### src/rtl/button_gesture_decoder.sv
// button_gesture_decoder
//
// Turns a clean (debounced) button level into gesture events for menu/UI
// logic: short press, long press and double click, plus a level flag while
// a long press is still held. All timing is measured in prescaled ticks.
//
// Handshake: none. The event outputs are one-clock pulses with no
// backpressure, so the consumer must sample them on every clock.
//
// Parameters
//   TICK_BITS  : prescaler width; one tick every 2**TICK_BITS clocks
//   LONG_TICKS : ticks a press must last to count as long (1..255)
//   GAP_TICKS  : max ticks from release to second press for a double click (1..255)
//
// Ports
//   i_clock   : system clock, rising edge
//   i_reset_n : asynchronous active-low reset
//   i_button  : debounced button level, 1 = pressed, asynchronous to i_clock
//   o_short   : one-clock pulse, short press recognised
//   o_long    : one-clock pulse, long-press threshold reached
//   o_double  : one-clock pulse, double click recognised
//   o_held    : level, high while a long press is still held
//   o_busy    : level, high whenever the decoder is not idle
module button_gesture_decoder #(
  parameter int TICK_BITS  = 15,
  parameter int LONG_TICKS = 150,
  parameter int GAP_TICKS  = 90
) (
  input  logic i_clock,
  input  logic i_reset_n,
  input  logic i_button,
  output logic o_short,
  output logic o_long,
  output logic o_double,
  output logic o_held,
  output logic o_busy
);

  typedef enum logic [2:0] {
    IDLE     = 3'd0,
    PRESSED  = 3'd1,
    LONG     = 3'd2,
    WAIT_GAP = 3'd3,
    SECOND   = 3'd4
  } state_t;

  // Threshold compares happen on the tick that would take the timer to N.
  localparam logic [7:0] LONG_LAST = 8'(LONG_TICKS - 1);
  localparam logic [7:0] GAP_LAST  = 8'(GAP_TICKS - 1);

  state_t               state;
  state_t               state_next;
  logic                 sync_meta;
  logic                 btn;
  logic [TICK_BITS-1:0] presc;
  logic                 tick;
  logic [7:0]           timer;
  logic                 short_next;
  logic                 long_next;
  logic                 double_next;

  // Two-flop synchroniser for the asynchronous button level.
  always_ff @(posedge i_clock or negedge i_reset_n) begin
    if (!i_reset_n) begin
      sync_meta <= 1'b0;
      btn       <= 1'b0;
    end else begin
      sync_meta <= i_button;
      btn       <= sync_meta;
    end
  end

  // Free-running prescaler; never cleared by state changes, which is why
  // threshold timing carries up to one tick period of uncertainty.
  always_ff @(posedge i_clock or negedge i_reset_n) begin
    if (!i_reset_n) presc <= '0;
    else            presc <= presc + TICK_BITS'(1);
  end

  assign tick = &presc;

  // Next-state and event decode. A button change is tested before the
  // threshold, so a coincident tick is discarded.
  always_comb begin
    state_next  = state;
    short_next  = 1'b0;
    long_next   = 1'b0;
    double_next = 1'b0;
    case (state)
      IDLE: begin
        if (btn) state_next = PRESSED;
      end
      PRESSED: begin
        if (!btn) begin
          state_next = WAIT_GAP;
        end else if (tick && timer == LONG_LAST) begin
          state_next = LONG;
          long_next  = 1'b1;
        end
      end
      LONG: begin
        if (!btn) state_next = IDLE;
      end
      WAIT_GAP: begin
        if (btn) begin
          state_next = SECOND;
        end else if (tick && timer == GAP_LAST) begin
          state_next = IDLE;
          short_next = 1'b1;
        end
      end
      SECOND: begin
        if (!btn) begin
          state_next  = IDLE;
          double_next = 1'b1;
        end else if (tick && timer == LONG_LAST) begin
          // The first click already completed as a short press.
          state_next = LONG;
          short_next = 1'b1;
          long_next  = 1'b1;
        end
      end
      default: begin
        state_next = IDLE;
      end
    endcase
  end

  always_ff @(posedge i_clock or negedge i_reset_n) begin
    if (!i_reset_n) state <= IDLE;
    else            state <= state_next;
  end

  // Timer restarts on every state entry. It saturates rather than wraps so
  // a long hold in LONG or a long idle spell cannot alias a threshold.
  always_ff @(posedge i_clock or negedge i_reset_n) begin
    if (!i_reset_n) begin
      timer <= 8'd0;
    end else if (state_next != state) begin
      timer <= 8'd0;
    end else if (tick && timer != 8'hFF) begin
      timer <= timer + 8'd1;
    end
  end

  // Outputs are registered from the decoded next state so they appear on
  // the same edge that makes the decision.
  always_ff @(posedge i_clock or negedge i_reset_n) begin
    if (!i_reset_n) begin
      o_short  <= 1'b0;
      o_long   <= 1'b0;
      o_double <= 1'b0;
      o_held   <= 1'b0;
      o_busy   <= 1'b0;
    end else begin
      o_short  <= short_next;
      o_long   <= long_next;
      o_double <= double_next;
      o_held   <= (state_next == LONG);
      o_busy   <= (state_next != IDLE);
    end
  end

endmodule
### config.mk
export PLATFORM = sky130hd
export DESIGN_NAME = button_gesture_decoder
export DESIGN_NICKNAME = d
export VERILOG_FILES = /design/src/rtl/button_gesture_decoder.sv
export SDC_FILE = /design/constraint.sdc
export NUM_CORES = 1
export LEC_CHECK = 0
export CAP_MARGIN = 10
export CORE_MARGIN = 4
export CORE_UTILIZATION = 60
export CTS_BUF_LIST = sky130_fd_sc_hd__clkbuf_8
export DETAILED_ROUTE_END_ITERATION = 10
export MAX_ROUTING_LAYER = met4
export PLACE_DENSITY = 0.79
export SYNTH_ARGS = -nofsm -noshare
export SYNTH_HDL_FRONTEND = slang
export SYNTH_SLANG_ARGS = --single-unit
### constraint.sdc
create_clock -name i_clock -period 4.9 [get_ports i_clock]
set_input_delay 0.98 -clock i_clock [delete_from_list [all_inputs] [get_ports i_clock]]
set_output_delay 0.98 -clock i_clock [all_outputs]
set_load 0.05 [all_outputs]
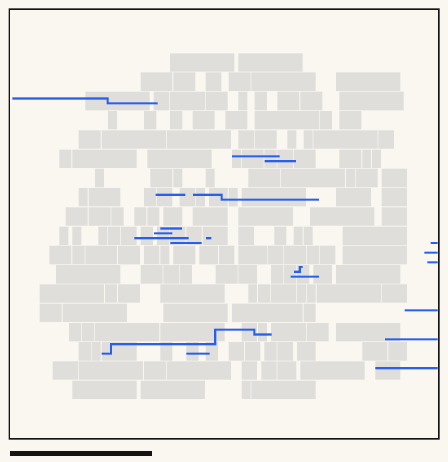
**Above:** signal wires on met3.
Bar = 20 um.
16 nets have wire on it. The longest straight run is 14.7 um. The layer carries 130 um of wire. The wires run mostly horizontal. The layer holds 4.5% of the routed length.
GR Util met3: 7.45%
drt total wl: 2850 um
DR vias: 1188

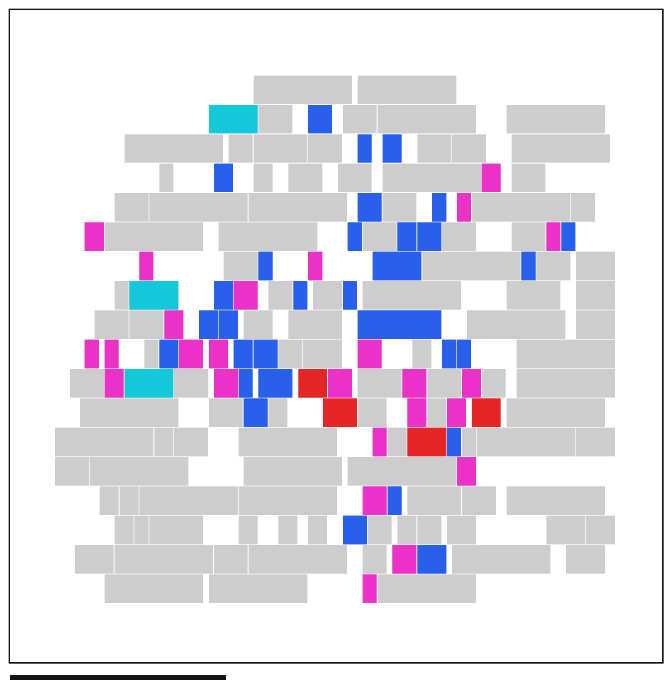
**Above:** gate-type map.
Bar = 20 um.
Key: non-inverting ao/oa cells = red [cells 4]; fa/ha/maj cells = cyan [cells 3, most used ha_1]; nand cells = blue [cells 31, most used nand2_1]; nor cells = magenta [cells 25, most used nor3_1]

==> run summary <==
Worst r2r src - presc[0]$_DFF_PN0_
Mean Syn Cell Area - 10.5 um2
# Cells Yosys - 157
YS chip area - 0.00165 mm2
Logic pwr share - 21.1%
Crit path DRT - 3920 ps
Routed Antenna Nets - 0
Critical Path, Cell by Cell - clkdlybuf4s50_1
Adders+Majority by Area - 2.27%
Nets - 172
Max-cap violations - 0
DIE HEIGHT - 60.4 um
Finished Core Util - 71.3%
Seq. cell area - 826 um2
First DRT Iteration DRCs - 60
Ys Warns - 0
Metal2 WL - 1310 um
Starting Density - 64.8%
Final hold vios - 0
Slew Limit Fails - 0
Final min period - 2400 ps
Crit path to - o_held
N_diodes - 0
DRC viols - 0
# Post-CTS Setup Buffers - 0
Simple-gate portion of the synthesized area - 23.7%
Comb. pwr - 0.000135 W
Slew @ Worst Pin - 532 ps
Slowest cell on the critical path - clkdlybuf4s50_1
#MultiIn Comb - 114
Synthesized registers - 33
Crit start category - register
Synth Instances - 157
Wire length on met3 - 129 um
Clock group power - 0.000189 W
H-tree Lvls - 2
Top Metal Used - met4
Sequential power - 0.000315 W
Non-Filler Cell Area, Final - 0.00181 mm2
TritonCTS Buffers - 5
Share of cells above drive strength 1 - 8.38%
Post-DR vias/cell - 6.03
Core box area - 0.00254 mm2
Clock share of power - 29.6%
Tool warnings - 27
Reg2reg end - timer[2]$_DFFE_PN0P_
Worst hold path startpoint - sync_meta$_DFF_PN0_
Final Skew - 4.97 ps
XOR Share, Synth - 10.6%
First-pass GRT wire length - 5120 um
Final-report setup violation count - 0
WP depth - 1
Outcome - finished clean
Flip-flops - 33
Setup crit start - o_held$_DFF_PN0_
Maximum vdd drop - 348 uV
Aoi share - 9.86%
Synth-to-Final Area Change - 9.93%
Clk sinks - 33
Root Buffer Master - clkbuf_8
Max Fclk - 417 MHz
Combinational gate area - 776 um2
Pre-Repair DR Iteration Count - 4
Crit-path max FO - 1
Mapped Area - 0.00165 mm2
Post-synth EDFFs - 0
Pin count of the biggest net entering global routing - 34
CP max stage delay - 800 ps
Clk cell area share - 4.55%
Top cells excl fill/tap - dfrtp_1 (33), nand2_1 (13), xnor2_1 (13), nor3_1 (9)
P_leak - 0.773 nW
NetSw - 0.000202 W
Slew margin rel. - 64.2%
Routed wire per std cell - 14.5 um
Final HPWL from detailed placement - 2050 um
Clock-pin slew of the registers on the worst-case setup and hold paths - 60 ps
Ys async rst share - 100%
Layout fillers - 191
Most frequent logic cell in the layout - dfrtp_1
Commonest flop - dfrtp_1
Hold_buf cts - 0
Antenna violations before repair - 0
Die width - 60.4 um
Logic share of the area - 42.8%
Port bufs - 7
M2 GR Usage - 28.4%
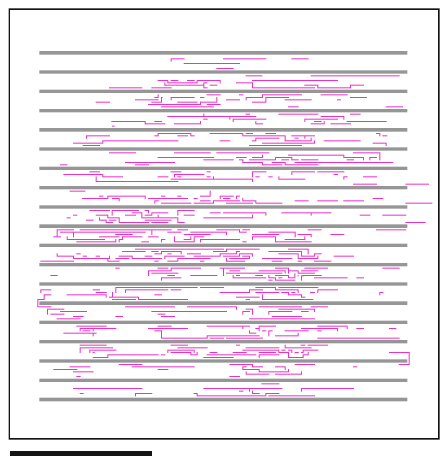
**Above:** the metal 1 layer.
Bar = 20 um. Supply wires on this layer in grey.
154 nets have wire on it. The layer carries 1370 um of wire.

## flip-flops by register name (all words and copies together) (netlist names)
signal	count
o_long	1
o_double	1
presc	15
sync_meta	1
timer	8
o_short	1
o_busy	1
btn	1
o_held	1
state	3
## per-stage QoR
step           worst slack (ps)  hold slack [ps]  power [W]  instances
6_report                   2500              348   0.000639        197
5_1_grt                    2460              362   0.000677        197
4_1_cts                    2480              350   0.000642        197
3_5_place_dp               2620              336   0.000452        189
3_3_place_gp               2720              337   0.000446        189
2_1_floorplan              2910              331   0.000416        157
## how the worst min path moves through the flow
stage / endpoint / cells after the start
global placement: btn$_DFF_PN0_ / 0
finish: btn$_DFF_PN0_ / 0
global route: btn$_DFF_PN0_ / 0
CTS: btn$_DFF_PN0_ / 0
floorplan: btn$_DFF_PN0_ / 0
detailed placement: btn$_DFF_PN0_ / 0
## logic make-up after synthesis
group / count (synthesis)
DFF: 33
and+or+nand+nor: 68
AOI/OAI and AO/OA: 22
buffers and inverters: 10
adders and majority gates: 3
muxes: 1
xor gates and xnor gates: 20
## synth_stat cells (2+ instances only)
cell | n | area [um2]
xnor2_1 | 13 | 114
nand4_1 | 4 | 25.0
o21ai_0 | 3 | 15.0
nand3_1 | 8 | 40.0
nor2b_1 | 3 | 18.8
or3_1 | 2 | 12.5
nor4_1 | 5 | 31.3
nand2b_1 | 2 | 12.5
nand2_1 | 13 | 48.8
clkbuf_1 | 4 | 15.0
xor2_1 | 7 | 61.3
nor2_1 | 8 | 30.0
and4_1 | 2 | 17.5
a21oi_1 | 8 | 40.0
and2_1 | 3 | 18.8
o31ai_1 | 2 | 15.0
and3_1 | 2 | 12.5
inv_1 | 4 | 15.0
nor3_1 | 9 | 45.0
dfrtp_1 | 33 | 826
ha_1 | 3 | 37.5
Power figures rest on the tool's default switching activity, not on a simulated workload.
